## config.mk

```make
export PLATFORM = sky130hd
export DESIGN_NAME = seq_det
export DESIGN_NICKNAME = d
export VERILOG_FILES = /design/src/rtl/seq_det.sv
export SDC_FILE = /design/constraint.sdc
export NUM_CORES = 1
export LEC_CHECK = 0
export CELL_PAD_IN_SITES_DETAIL_PLACEMENT = 1
export CELL_PAD_IN_SITES_GLOBAL_PLACEMENT = 1
export CORE_ASPECT_RATIO = 0.8
export CORE_UTILIZATION = 44
export CTS_CLUSTER_DIAMETER = 40
export CTS_CLUSTER_SIZE = 14
export DETAILED_ROUTE_END_ITERATION = 8
export MAX_ROUTING_LAYER = met4
export PLACE_DENSITY = 0.81
export SKIP_LAST_GASP = 1
export SLEW_MARGIN = 20
export SYNTH_ARGS = -nofsm -noshare
export SYNTH_HDL_FRONTEND = slang
export SYNTH_SLANG_ARGS = --single-unit
```

## constraint.sdc

```tcl
create_clock -name clk -period 4.4 [get_ports clk]
set_clock_uncertainty 0.2 [all_clocks]
set_input_delay 0.88 -clock clk [delete_from_list [all_inputs] [get_ports clk]]
set_output_delay 0.88 -clock clk [all_outputs]
set_load 0.05 [all_outputs]
```

## src/rtl/seq_det.sv

```systemverilog
// seq_det: streaming pattern detector with a runtime-loadable pattern of up to LEN symbols.
// The all-ones symbol (ESC) aborts the sequence in progress. Every accepted symbol is
// checked against every possible prefix length in parallel, using a short window of
// recent symbols.
// Optional feature: define SEQ_DET_OVERLAP_EN to keep the history after a match, which
// allows overlapping matches. When it is not defined, a match restarts detection.

module seq_det #(
  parameter int unsigned SYM_W = 2,
  parameter int unsigned LEN   = 4,
  parameter int unsigned CNT_W = 8,
  localparam int unsigned LW   = $clog2(LEN + 1)
) (
  input  logic                 clk,
  input  logic                 rst_n,
  input  logic                 sym_valid,
  input  logic [SYM_W-1:0]     sym,
  input  logic                 pat_load,
  input  logic [LEN*SYM_W-1:0] pat_data,
  input  logic [LW-1:0]        pat_len,
  output logic                 match,
  output logic [LW-1:0]        state,
  output logic [CNT_W-1:0]     match_cnt,
  output logic                 load_err
);

  typedef logic [SYM_W-1:0] sym_t;

  localparam logic [LW-1:0] LenMax = LW'(LEN);
  localparam sym_t          Esc    = '1;

  // Registered state
  logic [LEN*SYM_W-1:0] pat_q, pat_d;
  logic [LW-1:0]        act_len_q, act_len_d;
  logic [LW-1:0]        state_q, state_d;
  logic [LW-1:0]        hist_len_q, hist_len_d;
  sym_t                 hist_q [LEN-1];
  sym_t                 hist_d [LEN-1];
  logic                 match_q, match_d;
  logic                 load_err_q, load_err_d;
  logic [CNT_W-1:0]     cnt_q, cnt_d;

  // Combinational helpers
  sym_t          pat_sym [LEN];
  sym_t          win [LEN];      // win[0] is the incoming symbol, win[i] is i symbols older
  logic [LW-1:0] avail;          // history length once the incoming symbol is counted
  logic [LEN-1:0] hit;           // hit[k-1]: last k symbols equal pattern symbols 0..k-1
  logic [LW-1:0] k_best;
  logic          full;
  logic          len_ok;
  logic          is_esc;
`ifdef SEQ_DET_OVERLAP_EN
  logic [LW-1:0] k_prop;         // longest proper prefix that is also a suffix
`endif

  // State register: pattern, active length, prefix state, history and outputs
  always_ff @(posedge clk or negedge rst_n) begin
    if (!rst_n) begin
      pat_q      <= '0;
      act_len_q  <= LenMax;
      state_q    <= '0;
      hist_len_q <= '0;
      hist_q     <= '{default: '0};
      match_q    <= 1'b0;
      load_err_q <= 1'b0;
      cnt_q      <= '0;
    end else begin
      pat_q      <= pat_d;
      act_len_q  <= act_len_d;
      state_q    <= state_d;
      hist_len_q <= hist_len_d;
      hist_q     <= hist_d;
      match_q    <= match_d;
      load_err_q <= load_err_d;
      cnt_q      <= cnt_d;
    end
  end

  // Window of the most recent symbols and per-length prefix comparison
  always_comb begin
    for (int i = 0; i < LEN; i++) begin
      pat_sym[i] = pat_q[i*SYM_W +: SYM_W];
    end
    win[0] = sym;
    for (int i = 1; i < LEN; i++) begin
      win[i] = hist_q[i-1];
    end
    avail = (hist_len_q == LenMax) ? LenMax : hist_len_q + LW'(1);
    hit   = '0;
    for (int k = 1; k <= LEN; k++) begin
      hit[k-1] = (LW'(k) <= avail) && (LW'(k) <= act_len_q);
      // Oldest symbol of the window lines up with pattern symbol 0
      for (int i = 0; i < k; i++) begin
        if (win[i] != pat_sym[k-1-i]) hit[k-1] = 1'b0;
      end
    end
    k_best = '0;
`ifdef SEQ_DET_OVERLAP_EN
    k_prop = '0;
`endif
    for (int k = 1; k <= LEN; k++) begin
      if (hit[k-1]) k_best = LW'(k);
`ifdef SEQ_DET_OVERLAP_EN
      if (hit[k-1] && (LW'(k) < act_len_q)) k_prop = LW'(k);
`endif
    end
    full   = (k_best == act_len_q);
    len_ok = (pat_len != '0) && (pat_len <= LenMax);
    is_esc = (sym == Esc);
  end

  // Next-state: a load beats a symbol, ESC aborts, and a full-length hit is a match
  always_comb begin
    pat_d      = pat_q;
    act_len_d  = act_len_q;
    state_d    = state_q;
    hist_len_d = hist_len_q;
    hist_d     = hist_q;
    match_d    = 1'b0;
    load_err_d = 1'b0;
    cnt_d      = cnt_q;
    if (pat_load) begin
      if (len_ok) begin
        pat_d      = pat_data;
        act_len_d  = pat_len;
        state_d    = '0;
        hist_len_d = '0;
      end else begin
        load_err_d = 1'b1;
      end
    end else if (sym_valid) begin
      if (is_esc) begin
        state_d    = '0;
        hist_len_d = '0;
      end else begin
        for (int i = 0; i < LEN - 1; i++) begin
          hist_d[i] = win[i];
        end
        hist_len_d = avail;
        if (full) begin
          match_d = 1'b1;
          if (cnt_q != {CNT_W{1'b1}}) cnt_d = cnt_q + CNT_W'(1);
`ifdef SEQ_DET_OVERLAP_EN
          state_d    = k_prop;
`else
          state_d    = '0;
          hist_len_d = '0;
`endif
        end else begin
          state_d = k_best;
        end
      end
    end
  end

  // Outputs come straight from registers
  always_comb begin
    match     = match_q;
    state     = state_q;
    match_cnt = cnt_q;
    load_err  = load_err_q;
  end

endmodule

```

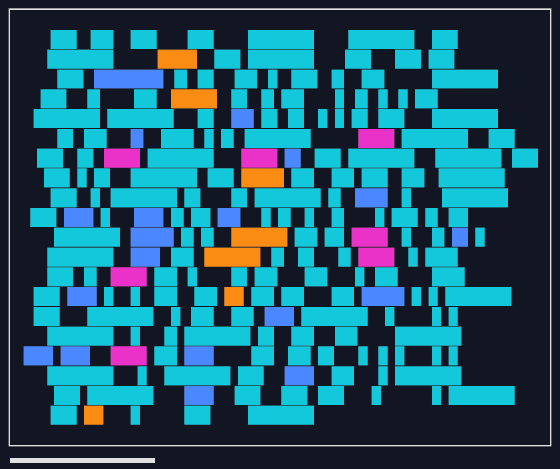
Run 1: cells by drive strength
The bar under the picture is 20 um long.
| color | size | cells | share | most used |
|---|---|---|---|---|
| cyan | _0 and _1 cells | 170 | 84% | dfrtp_1 |
| magenta | _6 and larger | 7 | 3.4% | clkbuf_8 |
| orange | _3 and _4 cells | 7 | 3.4% | buf_4 |
| blue | _2 cells | 19 | 9.4% | mux2_2 |

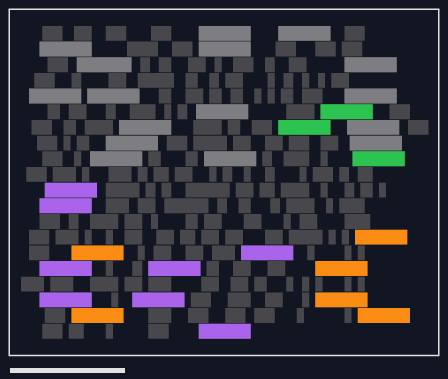
Run 1: register map, names as in the netlist
The bar under the picture is 20 um long. Other sequential cells in the stronger gray, the rest of the logic in the fainter gray.
| color | signal | flops |
|---|---|---|
| green | hist_len_q | 3 |
| orange | hist_q | 6 |
| purple | pat_q | 8 |
not colored: 16

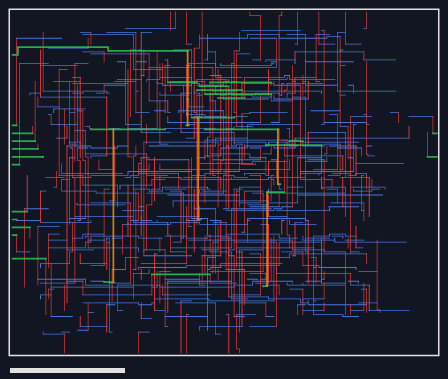
Run 1: metal layers overlaid
The bar under the picture is 20 um long.
| color | layer | wire length |
|---|---|---|
| red | metal 2 | 2020 um |
| green | metal 3 | 172 um |
| orange | metal 4 | 83.0 um |
| blue | metal 1 | 2070 um |

-- run 1: sequential cells by signal (all words and copies together) (netlist names) --
signal	cells
match_cnt	8
pat_q	8
hist_q	6
hist_len_q	3
load_err	1
state	3
match	1
act_len_q	3
-- run 1: kinds of logic after synthesis --
kind of cell / Yosys count / synth area share, %
adders and majority gates: 3 / 2.042
xor gates and xnor gates: 27 / 13.68
DFF: 33 / 45.00
AOI/OAI and AO/OA: 21 / 9.395
buffers and inverters: 11 / 3.948
and+or+nand+nor: 65 / 18.45
muxes: 12 / 7.488
-- run 1: routing by layer --
| metal | up-vias | GRT usage, % | wire (um) |
|---|---|---|---|
| li1 | 648 | - | - |
| met5 | - | - | 0 |
| met1 | 675 | 31.06 | 2073 |
| met3 | 10 | 4.553 | 171 |
| met4 | 0 | 7.817 | 82 |
| met2 | 46 | 35.45 | 2015 |
-- run 1: cells in the final DEF, fill, tap and decap left out, types with 2 or more instances in the layout --
| master | count |
|---|---|
| dfrtp_1 | 32 |
| clkdlybuf4s50_1 | 29 |
| xnor2_1 | 22 |
| nand2_1 | 20 |
| nor2_1 | 15 |
| mux2_2 | 10 |
| a21oi_1 | 8 |
| clkbuf_8 | 7 |
| nand3_1 | 6 |
| nand4_1 | 6 |
| inv_1 | 3 |
| xor2_1 | 3 |
| nor3_1 | 3 |
| a22o_1 | 3 |
| ha_1 | 3 |
| nand2b_1 | 2 |
| xnor2_2 | 2 |
| a32o_1 | 2 |
| and3_1 | 2 |
| buf_4 | 2 |
-- run 1: final timing paths --
kind	start	end	slack [ps]	depth (start not counted)
worst min register to register	match_cnt[5]	match_cnt[5]	320	1
worst max-delay path	sym[0]	hist_len_q[1]	1040	8
min in group asynchronous	rst_n	pat_q[3]	790	2
worst min-delay path	match_cnt[5]	match_cnt[5]	320	1
max in group asynchronous	rst_n	act_len_q[2]	2850	2
worst max register to register	hist_len_q[0]	hist_len_q[1]	1610	9
-- run 1: stage by stage --
step / hold WS [ps] / setup slack [ps] / cells
after floorplan: 266.8 / 1587 / 172
after global placement: 295.5 / 925.9 / 250
after detailed placement: 312.5 / 778.7 / 250
after CTS: 323.5 / 1065 / 258
after global routing: 337.7 / 940.0 / 258
final: 316.8 / 1044 / 258
-- run 1: where the power goes --
group | internal, mW | total (mW) | switching [mW] | leakage (nW)
logic | 0.156 | 0.350 | 0.194 | 0.457
registers | 0.357 | 0.433 | 0.0761 | 0.413
clock network | 0.141 | 0.252 | 0.110 | 0.0542
-- run 1: layout make-up --
type / count / area (um^2) / area share, %
Multi-Input combinational cell: 128 / 938.4 / 41.67
Sequential cell: 33 / 827.0 / 36.72
Timing Repair Buffer: 31 / 305.3 / 13.56
Clock buffer: 7 / 96.34 / 4.278
Tap cell: 55 / 68.82 / 3.056
Inverter: 3 / 11.26 / 0.5000
Clock inverter: 1 / 5.005 / 0.2222
-- run 1: synthesized netlist by cell type (2+ instances only) --
library cell  count
xnor2_1          22
xor2_1            3
dfrtp_1          32
mux2_2           10
a32o_1            2
nand2b_1          2
nor3_1            3
nand2_1          20
nand4_1           6
inv_1             3
a22o_1            3
ha_1              3
a21oi_1           8
buf_6             4
nor2_1           15
nand3_1           6
clkbuf_1          3
xnor2_2           2
and3_1            2
==> impl_results.rst, run 1 <==
Metrics
=======

.. list-table::
   :header-rows: 1

   * - Metric
     - Value
   * - CTS tree
     - done
   * - Count of endpoints failing setup in the final report
     - 0
   * - Source-to-sink clock delay at the later pin of the worst-skew pair
     - 290 ps
   * - Pin count of the biggest net entering global routing
     - 34
   * - Tally of unique sky130hd cells used after synthesis
     - 42
   * - Worst supply voltage drop on vdd
     - 0.0002841 V
   * - Total detailed-routing wirelength
     - 4.343 mm
   * - Post-synth tally of flip-flops with integrated enable
     - 0
   * - Cell count after synthesis
     - 172
   * - Sum of buffers and inverters on the critical path
     - 1
   * - Log Warnings
     - 27
   * - Maximum number of buffers from clock root to sink
     - 2
   * - Transition time of the tightest slew-check pin
     - 517.2 ps
   * - Number of sinks on the clock net
     - 33
   * - Nets in the synthesized netlist
     - 192
   * - Count of instantiated cells in the yosys netlist
     - 172
   * - Global router's overall resource usage
     - 23.22%
   * - Worst Path Required
     - 4370 ps
   * - Final Power
     - 1.035 mW
   * - Pins Over Slew Limit
     - 0
   * - Placeable core region
     - 3904 um^2
   * - Reported leakage power
     - 0.9243 nW
   * - Wire length per cell
     - 16.83 um
   * - Number of gates given a new drive strength after cts
     - 0
   * - Post-CTS setup buffer count
     - 0
   * - Tightest Hold Check Type
     - register to register
   * - Clock Pin Slew Worst Setup and Hold Paths
     - 70 ps
   * - Htree depth
     - 2
   * - CP delay by family, top
     - simple AND/OR/NAND/NOR gates
   * - Finished Cell Area
     - 2252 um^2
   * - Power density over the cells
     - 459.5 nW/um^2
   * - Primary FF master, synth
     - dfrtp_1
   * - Vias in the first global route
     - 1433
   * - Async set-reset flop share out of synthesis
     - 100.0%
   * - Master cell of the clock root buffer
     - clkbuf_8
   * - Share of the clock period used by the worst path
     - 76.27%
   * - Proportion of layout cells with a drive suffix above 1
     - 16.26%
   * - Worst setup path category
     - primary input to register
   * - Minimum period implied by the final worst setup slack
     - 3356 ps
   * - Number of vias per cell
     - 5.345
   * - I/O Buffers
     - 29
   * - Post-DP HPWL
     - 3.278 mm
   * - Final core occ
     - 57.69%
   * - TNS Setup
     - 0 ps
   * - Ports placed on the boundary
     - 30
   * - Synthesized registers
     - 33
   * - Register area share after synthesis
     - 45.00%
   * - Layout filler cell count
     - 443
   * - Mean area per synthesized cell
     - 10.69 um^2
   * - Count of synthesis-stage warnings from yosys
     - 0
   * - Yosys top cell by area
     - dfrtp_1
   * - GPL Wtd Cong
     - 0.8229
   * - Chip area
     - 4441 um^2
   * - Die Ht
     - 59.81 um
   * - Number of placement rows
     - 20
   * - Initial cell density of the core
     - 47.08%
   * - Count of nets left with antenna violations after detail routing
     - 0
   * - Cell with the largest stage delay on the worst path
     - clkdlybuf4s50_1
   * - Number of violations of the max-capacitance limit
     - 0
   * - Proportion of netlist area held by the largest area contributor
     - 43.57%
   * - Maximum operating frequency
     - 0.2980 GHz
   * - Number of diodes
     - 0
   * - Headroom to the max-slew limit
     - 65.41%
   * - CTS Hold Bufs
     - 0
   * - DP Area
     - 2151 um^2
   * - CP arrival
     - 3330 ps
   * - Number of nets in the layout
     - 222
   * - Cts bufs inserted
     - 5
   * - Biggest area contributors in the synthesized netlist
     - dfrtp_1 44%, xnor2_1 10%, mux2_2 6.1%
   * - YS chip area
     - 1838 um^2
   * - Largest fanout on the critical path
     - 8
   * - Vias
     - 1379
   * - Post-synth design cell area
     - 1838 um^2
   * - Wire length of the first global-routing pass
     - 7.189 mm
   * - Worst setup EP type
     - register
   * - Peak per-stage delay on the critical path
     - 690 ps
   * - Drt initial violations
     - 76
   * - Hold Vio Cnt, Final
     - 0
   * - DRC violation count after routing
     - 0
   * - Worst-path cell chain
     - clkdlybuf4s50_1 > xnor2_2 > nand3_1 > nor4_4 > nand2b_2 > a22oi_4 > nand2_2 > a32o_1
   * - Antenna violations before repair
     - 0
   * - Remaining Overflow, GRT
     - 0
   * - Status
     - complete, no violations
--- run 2 (diff from run 1) ---
--- a/config.mk
+++ b/config.mk
@@ -8,12 +8,12 @@
 export CELL_PAD_IN_SITES_DETAIL_PLACEMENT = 1
 export CELL_PAD_IN_SITES_GLOBAL_PLACEMENT = 1
 export CORE_ASPECT_RATIO = 0.8
-export CORE_UTILIZATION = 44
+export CORE_UTILIZATION = 37
 export CTS_CLUSTER_DIAMETER = 40
 export CTS_CLUSTER_SIZE = 14
 export DETAILED_ROUTE_END_ITERATION = 8
 export MAX_ROUTING_LAYER = met4
-export PLACE_DENSITY = 0.81
+export PLACE_DENSITY = 0.73
 export SKIP_LAST_GASP = 1
 export SLEW_MARGIN = 20
 export SYNTH_ARGS = -nofsm -noshare
==> constraint.sdc (replaced) <==
create_clock -name clk -period 2.8 [get_ports clk]
set_clock_uncertainty 0.2 [all_clocks]
set_input_delay 0.56 -clock clk [delete_from_list [all_inputs] [get_ports clk]]
set_output_delay 0.56 -clock clk [all_outputs]
set_load 0.05 [all_outputs]
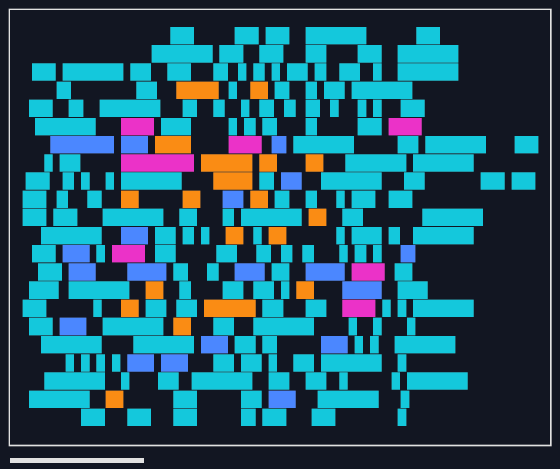
Run 2: cells by drive strength
The bar under the picture is 20 um long.
| color | size | cells | share | most used |
|---|---|---|---|---|
| magenta | _6 and larger | 7 | 3.3% | clkbuf_8 |
| cyan | _0 and _1 cells | 170 | 79% | dfrtp_1 |
| blue | _2 cells | 19 | 8.8% | mux2_2 |
| orange | _3 and _4 cells | 19 | 8.8% | buf_4 |

==> impl_results.rst, run 2 <==
Metrics
=======

.. list-table::
   :header-rows: 1

   * - Metric
     - Value
   * - Sw Pwr
     - 0.5920 mW (+55%)
   * - Minimum setup slack among reg-to-reg paths
     - 260 ps (-1350 ps)
   * - Number of nets in the layout
     - 234 (+5.4%)
   * - Power density over the cells
     - 720.6 nW/um^2 (+57%)
   * - Placeable core region
     - 4679 um^2 (+20%)
   * - Synthesized registers
     - 33 (unchanged)
   * - Commonest non-fill, non-tap cells in the layout
     - 32 x dfrtp_1, 28 x clkdlybuf4s50_1, 21 x xnor2_1
   * - TNS Setup
     - 0 ps (unchanged)
   * - Headroom to the max-slew limit
     - 66.04% (+0.62 points)
   * - Count of synthesis-stage warnings from yosys
     - 0 (unchanged)
   * - Worst Path Required
     - 2780 ps (-1590 ps)
   * - Proportion of layout cells with a drive suffix above 1
     - 20.93% (+4.7 points)
   * - Cts bufs inserted
     - 5 (unchanged)
   * - Count of endpoints failing setup in the final report
     - 0 (unchanged)
   * - Status
     - complete, no violations
   * - Tally of unique sky130hd cells used after synthesis
     - 42 (unchanged)
   * - Pre-CTS setup slack
     - -248.3 ps (-1027 ps)
   * - Tightest Hold Check Type
     - register to register
   * - Ports placed on the boundary
     - 30 (unchanged)
   * - CTS tree
     - done
   * - Number of sinks on the clock net
     - 33 (unchanged)
   * - Worst flop-to-flop path startpoint
     - hist_len_q[0]
   * - Master cell of the clock root buffer
     - clkbuf_8
   * - Htree depth
     - 2 (unchanged)
   * - Number of gates given a new drive strength after cts
     - 0 (unchanged)
   * - Drt initial violations
     - 62 (-18%)
   * - Pin count of the biggest net entering global routing
     - 34 (unchanged)
   * - Reported leakage power
     - 1.000 nW (+8.2%)
   * - Maximum number of buffers from clock root to sink
     - 2 (unchanged)
   * - Log Warnings
     - 27 (unchanged)
   * - Placed cell count
     - 267 (+6.8%)
   * - Wire length per cell
     - 15.44 um (-8.3%)
   * - Hold Vio Cnt, Final
     - 0 (unchanged)
   * - Share of power burned in combinational logic
     - 33.3% (-0.6 points)
   * - Number of optimization iterations in the first detailed-route pass
     - 4
   * - Global router's overall resource usage
     - 19.57% (-3.6 points)
   * - CP arrival
     - 2650 ps (-680 ps)
   * - CTS Hold Bufs
     - 0 (unchanged)
   * - Largest fanout on the critical path
     - 7 (-1)
   * - Antenna violations before repair
     - 0 (unchanged)
   * - DRC violation count after routing
     - 0 (unchanged)
   * - GPL Wtd Cong
     - 0.8751 (+6.3%)
   * - Async set-reset flop share out of synthesis
     - 100.0% (unchanged)
   * - Worst supply voltage drop on vdd
     - 0.0003810 V (+34%)
   * - Proportion of netlist area held by the largest area contributor
     - 43.57% (unchanged)
   * - Number of placement rows
     - 22 (+10%)
   * - Nets in the synthesized netlist
     - 192 (unchanged)
   * - Yosys top cell by area
     - dfrtp_1
   * - Pins Over Slew Limit
     - 0 (unchanged)
   * - Biggest area contributors in the synthesized netlist
     - dfrtp_1 44%, xnor2_1 10%, mux2_2 6.1%
   * - Number of violations of the max-capacitance limit
     - 0 (unchanged)
   * - YS chip area
     - 1838 um^2 (unchanged)
   * - Transition time of the tightest slew-check pin
     - 507.8 ps (-9.328 ps)
   * - P&R area growth vs syn
     - 29.14%
   * - Die Ht
     - 65.04 um (+8.7%)
   * - Flop pwr share
     - 39.6% (-2.2 points)
   * - Worst setup path category
     - primary input to register
   * - Post-synth tally of flip-flops with integrated enable
     - 0 (unchanged)
   * - Internal power contribution
     - 1.118 mW (+71%)
   * - R2r endpoint
     - match_cnt[1]
   * - Hold Crit Endpoint
     - state[0]
   * - Wire length of the first global-routing pass
     - 7.445 mm (+3.6%)
   * - Count of nets left with antenna violations after detail routing
     - 0 (unchanged)
   * - Worst Hold Launch
     - state[0]
   * - DIE WIDTH
     - 80.80 um
   * - Minimum period implied by the final worst setup slack
     - 2674 ps
   * - Source-to-sink clock delay at the later pin of the worst-skew pair
     - 280 ps (about the same)
   * - Setup repair after global routing missed its margin
     - no
   * - Clock group share of total power
     - 27.1% (+2.8 points)
   * - Vias in the first global route
     - 1500 (+4.7%)
   * - Maximum operating frequency
     - 0.3740 GHz
   * - Register area share after synthesis
     - 45.00% (unchanged)
   * - Number of vias per cell
     - 5.149 (-3.7%)
   * - Chip area
     - 5255 um^2 (+18%)
   * - Primary FF master, synth
     - dfrtp_1
   * - Initial cell density of the core
     - 39.28% (-7.8 points)
   * - Vias
     - 1416 (+2.7%)
   * - Post-CTS setup buffer count
     - 0 (unchanged)
   * - Post-DP HPWL
     - 3.313 mm (+1.1%)
   * - Share of the clock period used by the worst path
     - 95.49%
   * - Net Sw Frac
     - 34.61% (-2.2 points)
   * - Dominant cell by count in the synthesized netlist
     - dfrtp_1
   * - Worst setup EP type
     - register
   * - Clock Pin Slew Worst Setup and Hold Paths
     - 70 ps (about the same)
   * - WHS Path Cells
     - 1 (unchanged)
   * - Remaining Overflow, GRT
     - 0 (unchanged)
   * - Post-synth design cell area
     - 1838 um^2 (unchanged)
   * - Number of diodes
     - 0 (unchanged)
   * - Top logic cell by instance count in the layout
     - dfrtp_1
   * - Count of instantiated cells in the yosys netlist
     - 172 (unchanged)
   * - Layout filler cell count
     - 538 (+21%)
   * - Post-synth top cells
     - 32 x dfrtp_1, 22 x xnor2_1, 20 x nand2_1
   * - Setup slack of the critical path after layout
     - 126.2 ps (-918.1 ps)
   * - Tally of non-filler cells in the final layout
     - 275 (+6.6%)
   * - I/O Buffers
     - 29 (unchanged)
   * - Cell count after synthesis
     - 172 (unchanged)
   * - Critical path startpoint category
     - primary input
   * - Mean area per synthesized cell
     - 10.69 um^2 (unchanged)
   * - Total detailed-routing wirelength
     - 4.245 mm (-2.3%)
   * - Number of cells traversed by the worst register-to-register path
     - 10 (+1)
run 2: cell counts after synthesis:
Identical to the previous run, type by type.
run 2: how the worst max path moves through the flow:
stage | startpoint | end | slack [ps] | cells past startpoint
after floorplan | sym[0] | match_cnt[1] | 310 | 8
after global placement | sym[0] | match_cnt[1] | -170 | 9
after detailed placement | sym[0] | match_cnt[4] | -250 | 10
after CTS | sym[0] | hist_len_q[1] | 30 | 9
after global routing | sym[1] | match_cnt[4] | 3 | 12
final | sym[1] | hist_len_q[1] | 130 | 11
run 2: logic make-up (layout without fill, tap and decap cells):
| family | after synthesis | count (layout) | synth area share, % |
|---|---|---|---|
| simple gates | 65 | 65 | 18.45 |
| flops | 33 | 33 | 45.00 |
| xor+xnor | 27 | 27 | 13.68 |
| compound gates | 21 | 21 | 9.395 |
| mux | 12 | 12 | 7.488 |
| buf+inv | 11 | 54 | 3.948 |
| fa+ha+maj | 3 | 3 | 2.042 |
run 2: power groups by stage:
stage                     Sequential (mW)  Clock, mW  Combinational (mW)
after floorplan                     0.754          0               0.314
after global placement              0.680          0               0.552
after detailed placement            0.686          0               0.568
after CTS                           0.678      0.478               0.571
after global routing                0.692      0.496               0.616
final                               0.677      0.463               0.570
run 2: worst max-delay path, stage by stage:
cell and delay (ps):
clkdlybuf4s50_1 450, buf_4 180, buf_4 130, xnor2_2 160, o311ai_1 130, a21oi_1 130
a21oi_1 80, buf_4 150, o21ai_4 230, nand2_2 160, a32o_1 290
run 2: layout make-up:
class                      instances  area, um^2  area share, %
sequential                        33       827.0          34.84
multi-input combinational        128       945.9          39.85
clock inverter                     1       30.03          1.265
clock buffer                       7       86.33          3.637
timing repair buffer              43       397.9          16.76
inverter                           3       11.26         0.4744
tap                               60       75.07          3.163
run 2: metal layers:
metal | track usage [%] | wire [um] | vias up
met2 | 29.41 | 1966 | 19
met1 | 26.57 | 2127 | 715
met5 | - | 0 | -
met3 | 4.225 | 114 | 5
li1 | - | - | 677
met4 | 5.357 | 36 | 0
run 2: stage by stage:
stage	cell area, um^2	hold slack, ps	power [mW]	util, %
4_1_cts	2364	319.9	1.727	50.51
5_1_grt	2374	360.3	1.805	50.72
3_3_place_gp	2247	292.4	1.232	48.02
3_5_place_dp	2247	304.3	1.254	48.02
6_report	2374	311.2	1.710	50.72
2_1_floorplan	1838	64.41	1.068	-
Power figures rest on the tool's default switching activity, not on a simulated workload.
